--- config.mk ---
export PLATFORM = sky130hd
export DESIGN_NAME = mips_multicycle_ctrl
export DESIGN_NICKNAME = d
export VERILOG_FILES = /design/src/rtl/mips_multicycle_ctrl.sv
export SDC_FILE = /design/constraint.sdc
export NUM_CORES = 1
export LEC_CHECK = 0
export ABC_AREA = 1
export CELL_PAD_IN_SITES_DETAIL_PLACEMENT = 1
export CELL_PAD_IN_SITES_GLOBAL_PLACEMENT = 1
export CORE_MARGIN = 1.5
export CORE_UTILIZATION = 34
export DETAILED_ROUTE_END_ITERATION = 10
export GPL_TIMING_DRIVEN = 0
export PLACE_DENSITY_LB_ADDON = 0.1
export SLEW_MARGIN = 0
export SYNTH_ARGS = -nofsm -noshare
export SYNTH_HDL_FRONTEND = slang
export SYNTH_SLANG_ARGS = --single-unit
export TNS_END_PERCENT = 20
--- constraint.sdc ---
create_clock -name clk -period 2.19 [get_ports clk]
set_input_delay 0.438 -clock clk [delete_from_list [all_inputs] [get_ports clk]]
set_output_delay 0.438 -clock clk [all_outputs]
set_load 0.02 [all_outputs]
--- src/rtl/mips_multicycle_ctrl.sv ---
// Moore main controller for the multi-cycle MIPS datapath: sequences each
// instruction through its cycles and drives datapath enables, mux selects and ALU code.
module mips_multicycle_ctrl #(
  parameter bit ENABLE_ADDI = 1'b1,
  parameter bit ENABLE_JUMP = 1'b1
) (
  input  logic       clk,
  input  logic       reset_n,
  input  logic [5:0] op,
  input  logic [5:0] funct,
  input  logic       zero,
  output logic       pcen,
  output logic       irwrite,
  output logic       memwrite,
  output logic       regwrite,
  output logic       iord,
  output logic       alusrca,
  output logic [1:0] alusrcb,
  output logic       regdst,
  output logic       memtoreg,
  output logic [1:0] pcsrc,
  output logic [2:0] alucontrol,
  output logic [3:0] state
);

  typedef enum logic [3:0] {
    FETCH   = 4'd0,
    DECODE  = 4'd1,
    MEMADR  = 4'd2,
    MEMRD   = 4'd3,
    MEMWB   = 4'd4,
    MEMWR   = 4'd5,
    EXECUTE = 4'd6,
    ALUWB   = 4'd7,
    BRANCH  = 4'd8,
    ADDIEX  = 4'd9,
    ADDIWB  = 4'd10,
    JUMP    = 4'd11
  } state_t;

  localparam logic [5:0] OP_RTYPE = 6'b000000;
  localparam logic [5:0] OP_LW    = 6'b100011;
  localparam logic [5:0] OP_SW    = 6'b101011;
  localparam logic [5:0] OP_BEQ   = 6'b000100;
  localparam logic [5:0] OP_ADDI  = 6'b001000;
  localparam logic [5:0] OP_J     = 6'b000010;

  typedef struct packed {
    logic       pcwrite;
    logic       irwrite;
    logic       memwrite;
    logic       regwrite;
    logic       iord;
    logic       alusrca;
    logic [1:0] alusrcb;
    logic       regdst;
    logic       memtoreg;
    logic [1:0] pcsrc;
    logic       branch;
    logic [1:0] aluop;
  } ctrl_t;

  // Moore output table; illegal encodings decode to all-zero controls.
  function automatic ctrl_t decode_ctrl(input state_t s);
    ctrl_t c;
    c = '0;
    case (s)
      FETCH: begin
        c.irwrite = 1'b1;
        c.pcwrite = 1'b1;
        c.alusrcb = 2'b01;
      end
      DECODE:  c.alusrcb = 2'b11;
      MEMADR: begin
        c.alusrca = 1'b1;
        c.alusrcb = 2'b10;
      end
      MEMRD:   c.iord = 1'b1;
      MEMWB: begin
        c.regwrite = 1'b1;
        c.memtoreg = 1'b1;
      end
      MEMWR: begin
        c.iord     = 1'b1;
        c.memwrite = 1'b1;
      end
      EXECUTE: begin
        c.alusrca = 1'b1;
        c.aluop   = 2'b10;
      end
      ALUWB: begin
        c.regwrite = 1'b1;
        c.regdst   = 1'b1;
      end
      BRANCH: begin
        c.alusrca = 1'b1;
        c.aluop   = 2'b01;
        c.pcsrc   = 2'b01;
        c.branch  = 1'b1;
      end
      ADDIEX: begin
        c.alusrca = 1'b1;
        c.alusrcb = 2'b10;
      end
      ADDIWB:  c.regwrite = 1'b1;
      JUMP: begin
        c.pcsrc   = 2'b10;
        c.pcwrite = 1'b1;
      end
      default: c = '0;
    endcase
    return c;
  endfunction

  state_t state_r;
  state_t next_s;
  ctrl_t  ctrl_r;
  logic   legal_s;

  assign legal_s = (state_r < 4'd12);

  // Next-state selection from the current state and the latched opcode.
  always_comb begin
    next_s = FETCH;
    case (state_r)
      FETCH:  next_s = DECODE;
      DECODE: begin
        case (op)
          OP_LW, OP_SW: next_s = MEMADR;
          OP_RTYPE:     next_s = EXECUTE;
          OP_BEQ:       next_s = BRANCH;
          OP_ADDI:      next_s = ENABLE_ADDI ? ADDIEX : FETCH;
          OP_J:         next_s = ENABLE_JUMP ? JUMP : FETCH;
          default:      next_s = FETCH;
        endcase
      end
      MEMADR: begin
        if (op == OP_LW) begin
          next_s = MEMRD;
        end else if (op == OP_SW) begin
          next_s = MEMWR;
        end else begin
          next_s = FETCH;
        end
      end
      MEMRD:   next_s = MEMWB;
      EXECUTE: next_s = ALUWB;
      ADDIEX:  next_s = ADDIWB;
      default: next_s = FETCH;
    endcase
  end

  // State register with the controls of the entered state registered alongside it.
  always_ff @(posedge clk or negedge reset_n) begin
    if (!reset_n) begin
      state_r <= FETCH;
      ctrl_r  <= decode_ctrl(FETCH);
    end else begin
      state_r <= next_s;
      ctrl_r  <= decode_ctrl(next_s);
    end
  end

  // ALU function code from aluop, with funct decode for R-type execute.
  always_comb begin
    alucontrol = 3'b010;
    case (ctrl_r.aluop)
      2'b00: alucontrol = 3'b010;
      2'b01: alucontrol = 3'b110;
      2'b10: begin
        case (funct)
          6'b100000: alucontrol = 3'b010;
          6'b100010: alucontrol = 3'b110;
          6'b100100: alucontrol = 3'b000;
          6'b100101: alucontrol = 3'b001;
          6'b101010: alucontrol = 3'b111;
          default:   alucontrol = 3'b010;
        endcase
      end
      default: alucontrol = 3'b010;
    endcase
  end

  // Write enables are suppressed during reset and in any corrupted state.
  assign pcen     = reset_n & legal_s & (ctrl_r.pcwrite | (ctrl_r.branch & zero));
  assign irwrite  = reset_n & legal_s & ctrl_r.irwrite;
  assign memwrite = reset_n & legal_s & ctrl_r.memwrite;
  assign regwrite = reset_n & legal_s & ctrl_r.regwrite;
  assign iord     = ctrl_r.iord;
  assign alusrca  = ctrl_r.alusrca;
  assign alusrcb  = ctrl_r.alusrcb;
  assign regdst   = ctrl_r.regdst;
  assign memtoreg = ctrl_r.memtoreg;
  assign pcsrc    = ctrl_r.pcsrc;
  assign state    = state_r;

endmodule

Fig. 1: run 1, a small window of the routed layout
Region (14, 26) to (44, 56) um. Cells in grey, sequential cells in the stronger grey; small squares are vias.
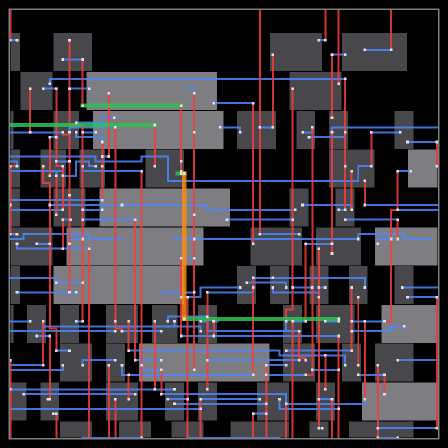
Red marks met2. Orange marks met4. Blue marks met1. Green marks met3.
Most frequent: nor2_1 (6), dfrtp_1 (6), inv_1 (5). Sequential cells in the window: 7. Netlist names of flops here include state (3), ctrl_r (2). 50 logic cells have their middle in the window.

Fig. 2: run 1, M1 wires
Scale: 6 px per um. Supply wires on this layer in grey.
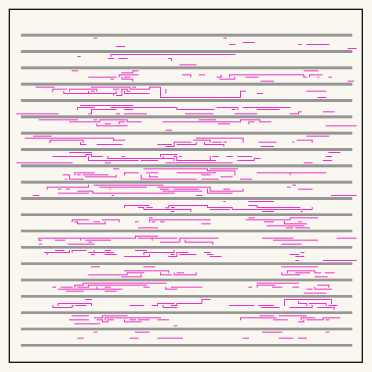
The layer carries 1130 um of wire. The layer holds 46% of the routed length.
Routed Wire Length: 2471 um
via count of the routed design: 949

Fig. 3: run 1, routing congestion
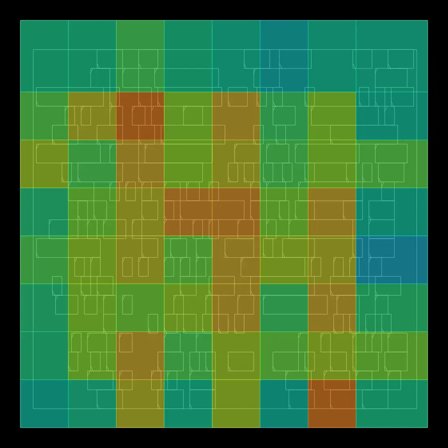
post-layout utilization of the core: 51.14%
global routing's busiest layer: met2
met2 routing resource usage after global routing: 28.89%

==> impl_metrics.json, run 1 <==
{
  "critPathRequiredTime_ns": 1.75,
  "drt_pass1_iterations": 3,
  "flops": 17,
  "post-place-ws_ns": -0.9678,
  "logic_gates": 84,
  "reg2reg_from": "state[2]",
  "drt-vias-per-instance": 4.607,
  "status": "complete, no violations",
  "start_kind": "primary input",
  "layout.area.seq_sq_um": 430.4,
  "yosys.area_share.simple_pct": 37.26,
  "place.detailed.instances": 201,
  "max_clock_freq_ghz": 0.4690,
  "num-nets-final": 193,
  "routed_wire_length_per_instance_um": 12.00,
  "layout.cells.largest_class": "multi-input combinational cells",
  "worst_slew_margin_rel_pct": 73.99,
  "worst_setup_path_startpoint": "funct[2]",
  "cts_made_buffers": 3,
  "synth.area.mux_share_pct": 0,
  "aoi_share_pct": 5.238,
  "grt-ovfl-total": 0,
  "clock_skew_ns": 0.001054,
  "die_height_um": 58.60,
  "gr-usage-met3_pct": 3.956,
  "setup.reg_to_reg.worst_slack_ns": 0.77,
  "share_of_flip_flops_with_an_asynchronous_set_or_reset_after_synthesis_pct": 100.0,
  "r2r_end": "ctrl_r[14]",
  "final_period_minus_worst_setup_slack_ns": 2.132,
  "clock_sink_count": 17,
  "final_cell_mix": "clkdlybuf4s50_1 (25), inv_1 (22), nor2_1 (21), nand2_1 (14), nand3_1 (14)",
  "pwr-share-seq_pct": 38.9,
  "combPwrFrac_pct": 46.3,
  "crit_path_cell_trace": "clkdlybuf4s50_1, inv_1, or2_2, nor3_2, a32oi_1, nor2_1, buf_4",
  "vias_in_the_first_global_route": 960,
  "grt.met1_usage_pct": 19.41,
  "synth.cells.most_frequent": "inv_1 (22), nor2_1 (21), dfrtp_1 (14), nand2_1 (14), nand3_1 (14)",
  "cts_buffer_depth": 2,
  "most_frequent_logic_cell_in_the_layout": "clkdlybuf4s50_1",
  "post_layout_nonfiller_instances": 206,
  "drt_iter0_drc": 25,
  "hold_class": "in -> async",
  "std_cell_rows": 19,
  "grt_antenna_before_repair": 0,
  "top_cell_area_share_pct": 33.33,
  "signal_buffer_area_fraction_pct": 24.44,
  "netSwitchingFraction_pct": 38.52,
  "synth-edff-count": 0,
  "synth_cell_types": 26,
  "top_logic_kind": "simple AND/OR/NAND/NOR gates",
  "syn_to_final_growth_pct": 38.81,
  "powerSeq_w": 0.000430,
  "finalSetupTns_ns": 0,
  "drv_cap": 0,
  "ys.flop_type": "dfrtp_1",
  "diodes": 0,
  "cts.repair.resized": 21,
  "drtAntennaViolNets": 0,
  "cellLeakagePower_nw": 0.7614,
  "path_clk_slew_ns": 0.09,
  "hold_violations": 0,
  "powerDensity_nw_per_um2": 756.3,
  "placedInstanceArea_sq_um": 1420,
  "filler_cell_count": 370,
  "syn-cell-area_sq_um": 1051,
  "logic_power_comb_w": 0.000511,
  "clk-power_w": 0.000162,
  "registers.top_by_ff_count": "ctrl_r",
  "timing.setup.critical_path_class": "in -> out",
  "fp_util_pct": 36.84,
  "worstRegToRegCells": 8,
  "nonClockInverterCount": 32,
  "floorplan.die_area_sq_um": 3434,
  "irDropWorstVdd_mv": 0.4273,
  "ctsHtreeMaxLevel": 1,
  "openroad.warnings": 27,
  "final.hold.worst_slack_ns": 0.05947,
  "synth_flops": 17,
  "post-cts-setup-buffer-count": 0,
  "ys_sh_adder_pct": 2.381
}
--- run 2 (diff from run 1) ---
Settings changed: CORE_UTILIZATION 34 to 30.
==> impl_metrics.json, run 2 <==
{
  "filler_cell_count": 418,
  "timing.setup.critical_path_class": "in -> out",
  "clock_sink_count": 17,
  "aoi_share_pct": 5.238,
  "fp_util_pct": 31.50,
  "combPwrFrac_pct": 46.6,
  "grt-ovfl-total": 0,
  "final.hold.worst_slack_ns": 0.02923,
  "layout.area.seq_sq_um": 430.4,
  "cts_made_buffers": 3,
  "top_logic_kind": "simple AND/OR/NAND/NOR gates",
  "syn_to_final_growth_pct": 40.12,
  "status": "complete, no violations",
  "cts.repair.resized": 19,
  "ctsHtreeMaxLevel": 1,
  "nonClockInverterCount": 32,
  "cellLeakagePower_nw": 0.7278,
  "path_clk_slew_ns": 0.09,
  "worst_slew_margin_rel_pct": 76.66,
  "hold_class": "in -> async",
  "grt_antenna_before_repair": 0,
  "synth.area.mux_share_pct": 0,
  "grt.met2_usage_pct": 27.17,
  "powerSeq_w": 0.000431,
  "synth.cells.most_frequent": "inv_1 (22), nor2_1 (21), dfrtp_1 (14), nand2_1 (14), nand3_1 (14)",
  "ys_sh_adder_pct": 2.381,
  "post-place-ws_ns": -0.9522,
  "global_routing_s_busiest_layer": "met2",
  "std_cell_rows": 21,
  "pwr-share-seq_pct": 38.9,
  "floorplan.die_area_sq_um": 3868,
  "critPathRequiredTime_ns": 1.75,
  "vias_in_the_first_global_route": 1010,
  "synth_flops": 17,
  "post-cts-setup-buffer-count": 0,
  "clk-power_w": 0.000161,
  "yosys.area_share.simple_pct": 37.26,
  "syn-cell-area_sq_um": 1051,
  "flops": 17,
  "drv_cap": 0,
  "gr-usage-met3_pct": 3.442,
  "final_period_minus_worst_setup_slack_ns": 2.159,
  "openroad.warnings": 29,
  "finalSetupTns_ns": 0,
  "irDropWorstVdd_mv": 0.3844,
  "die_height_um": 62.19,
  "logic_gates": 84,
  "layout.cells.largest_class": "multi-input combinational cells",
  "final_cell_mix": "clkdlybuf4s50_1 (28), inv_1 (22), nor2_1 (21), nand2_1 (14), nand3_1 (14)",
  "netSwitchingFraction_pct": 38.51,
  "top_cell_area_share_pct": 33.33,
  "signal_buffer_area_fraction_pct": 23.62,
  "start_kind": "primary input",
  "drt_pass1_iterations": 2,
  "final_core_utilization_pct": 44.13,
  "synth-edff-count": 0,
  "ys.flop_type": "dfrtp_1",
  "placedInstanceArea_sq_um": 1439,
  "drt-vias-per-instance": 4.432,
  "num-nets-final": 192,
  "synth_cell_types": 26,
  "r2r_end": "ctrl_r[14]",
  "logic_power_comb_w": 0.000517,
  "registers.top_by_ff_count": "ctrl_r",
  "max_clock_freq_ghz": 0.4631,
  "cts_buffer_depth": 2,
  "drt_iter0_drc": 12,
  "drtAntennaViolNets": 0,
  "setup.reg_to_reg.worst_slack_ns": 0.74
}
Fig. 4: run 2, gate-type map
Scale: 8 px per um.
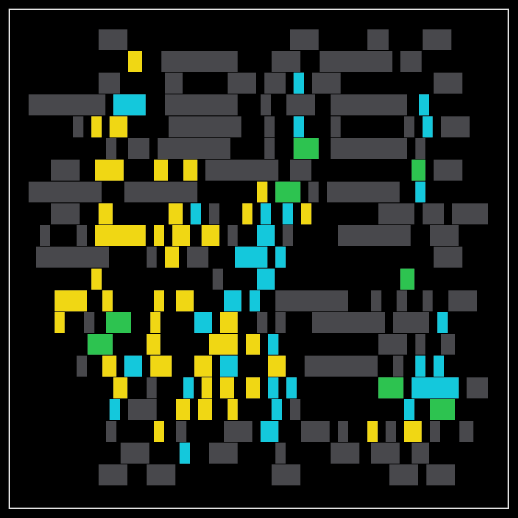
Cyan marks NOR gates, cells 31. Green marks inverting AOI/OAI gates, cells 8. Yellow marks NAND gates, cells 41.
most frequent logic cell in the layout: clkdlybuf4s50_1
fraction of area in multi-input gates: 33.31%
Layout Cells excl Fill: 220

Fig. 5: run 2, M1 wires
Scale: 6 px per um. Supply wires on this layer in grey.
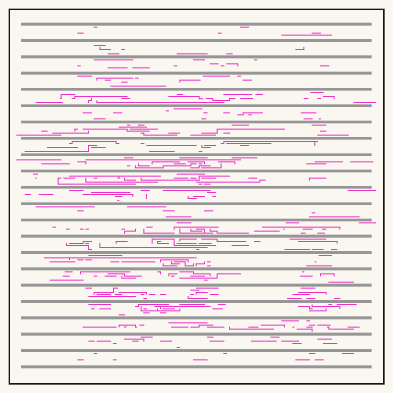
The layer carries 1060 um of wire. The layer holds 42% of the routed length.
Routed Wire Length: 2519 um
met1 track demand over resource: 16.13%
via count of the routed design: 975

Fig. 6: run 2, a small window of the routed layout
Region (16, 29) to (46, 59) um. Cells in grey, sequential cells in the stronger grey; small squares are vias.
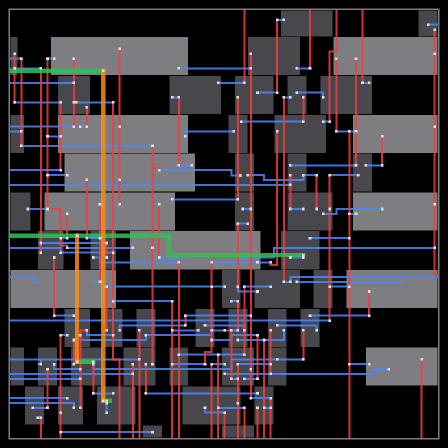

--- run 3 (diff from run 2) ---
Clock period 2.19 ns to 2.3 ns, I/O delays scaled along.
==> impl_metrics.json, run 3 <==
{
  "drtAntennaViolNets": 0,
  "drt-vias-per-instance": 4.427,
  "setup.reg_to_reg.worst_slack_ns": 0.83,
  "top_logic_kind": "simple AND/OR/NAND/NOR gates",
  "timing.setup.critical_path_class": "in -> out",
  "crit_path_cell_trace": "clkdlybuf4s50_1, inv_1, or2_2, nor3_4, a32oi_1, nor2_1, buf_4",
  "vias_in_the_first_global_route": 1010,
  "num-nets-final": 192,
  "aoi_share_pct": 5.238,
  "nonClockInverterCount": 32,
  "signal_buffer_area_fraction_pct": 23.76,
  "std_cell_rows": 21,
  "status": "complete, no violations",
  "worst_slew_margin_rel_pct": 74.03,
  "syn-cell-area_sq_um": 1051,
  "grt_antenna_before_repair": 0,
  "synth.area.mux_share_pct": 0,
  "clock_sink_count": 17,
  "logic_gates": 84,
  "clkLatencyLatePin_ns": 0.29,
  "final.hold.worst_slack_ns": 0.08142,
  "synth_flops": 17,
  "die_height_um": 62.19,
  "layout.cells.largest_class": "multi-input combinational cells",
  "well_tap_cells": 46,
  "irDropWorstVdd_mv": 0.3660,
  "grt_max_degree": 19,
  "ctsHtreeMaxLevel": 1,
  "placedInstanceArea_sq_um": 1439,
  "path_clk_slew_ns": 0.09,
  "floorplan.die_area_sq_um": 3868,
  "grt.met1_usage_pct": 16.13,
  "hold_class": "in -> async",
  "registers.top_by_ff_count": "ctrl_r",
  "critPathRequiredTime_ns": 1.84,
  "global_routing_s_busiest_layer": "met2",
  "cts.repair.resized": 16,
  "ys.flop_type": "dfrtp_1",
  "syn_to_final_growth_pct": 39.76,
  "synth.cells.most_frequent": "inv_1 (22), nor2_1 (21), dfrtp_1 (14), nand2_1 (14), nand3_1 (14)",
  "flops": 17,
  "synthCells": 137,
  "final_cell_mix": "clkdlybuf4s50_1 (29), inv_1 (22), nor2_1 (21)",
  "drv_cap": 0,
  "cells_yosys": 137,
  "filler_cell_count": 418,
  "synth.top_cells.by_area": "dfrtp_1 (33%), inv_1 (7.9%), dfstp_2 (7.5%)",
  "cts_buffer_depth": 2,
  "post-cts-setup-buffer-count": 0,
  "clk-power_w": 0.000153,
  "post_layout_nonfiller_instances": 220,
  "post-place-ws_ns": -0.8862,
  "netSwitchingFraction_pct": 38.51,
  "max_clock_freq_ghz": 0.4531,
  "fp_util_pct": 31.50,
  "powerSeq_w": 0.000410,
  "top_cell_area_share_pct": 33.33,
  "start_kind": "primary input",
  "reg2reg_from": "state[2]",
  "layout.area.seq_sq_um": 429.2,
  "pwr-share-seq_pct": 38.9,
  "area_share_clock_buf_inv_pct": 1.789,
  "synth-edff-count": 0,
  "die_x_um": 62.19,
  "r2r_end": "ctrl_r[14]",
  "most_frequent_logic_cell_in_the_layout": "clkdlybuf4s50_1",
  "finalSetupTns_ns": 0,
  "totalWireLength_um": 2512,
  "cts_made_buffers": 3,
  "yosys.area_share.simple_pct": 37.26,
  "via_count": 974,
  "rsz0062_at_grt": "yes",
  "logic_power_comb_w": 0.000492,
  "openroad.warnings": 28,
  "cellLeakagePower_nw": 0.7118,
  "cts.root.buffer_cell": "clkbuf_4",
  "comb_area_share_pct": 33.13,
  "drt_iter0_drc": 12,
  "grt-ovfl-total": 0,
  "half_perimeter_wire_length_after_placement_um": 2146,
  "grt_pass1_wl_um": 4471,
  "ys_sh_adder_pct": 2.381,
  "holdBufCountCts": 0
}
Fig. 7: run 3, routing congestion
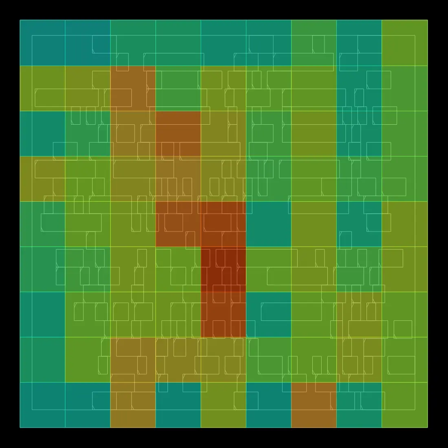
total global routing track utilization: 14.46%
post-layout utilization of the core: 44.02%
met3 layer usage reported by global route: 3.442%
wire length per cell: 11.42 um

Fig. 8: run 3, M1 wires
Scale: 6 px per um. Supply wires on this layer in grey.
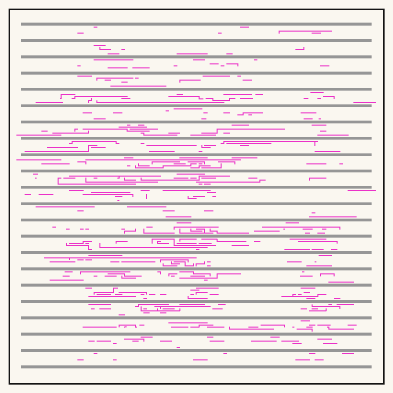
175 nets have wire on it. The layer holds 42% of the routed length. The longest straight run is 25.8 um. The wires run mostly horizontal.

Fig. 9: run 3, a small window of the routed layout
Region (16, 29) to (46, 59) um. Cells in grey, sequential cells in the stronger grey; small squares are vias.
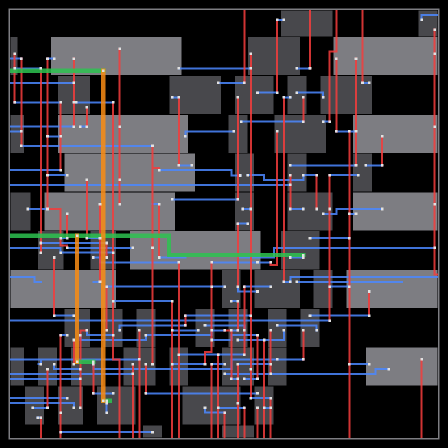
Green marks met3. Blue marks met1. Orange marks met4. Red marks met2.
51 logic cells have their middle in the window. Netlist names of flops here include ctrl_r (4), state (3). Most frequent: dfrtp_1 (9), nor2_1 (6). Sequential cells in the window: 11.

Power figures rest on the tool's default switching activity, not on a simulated workload.
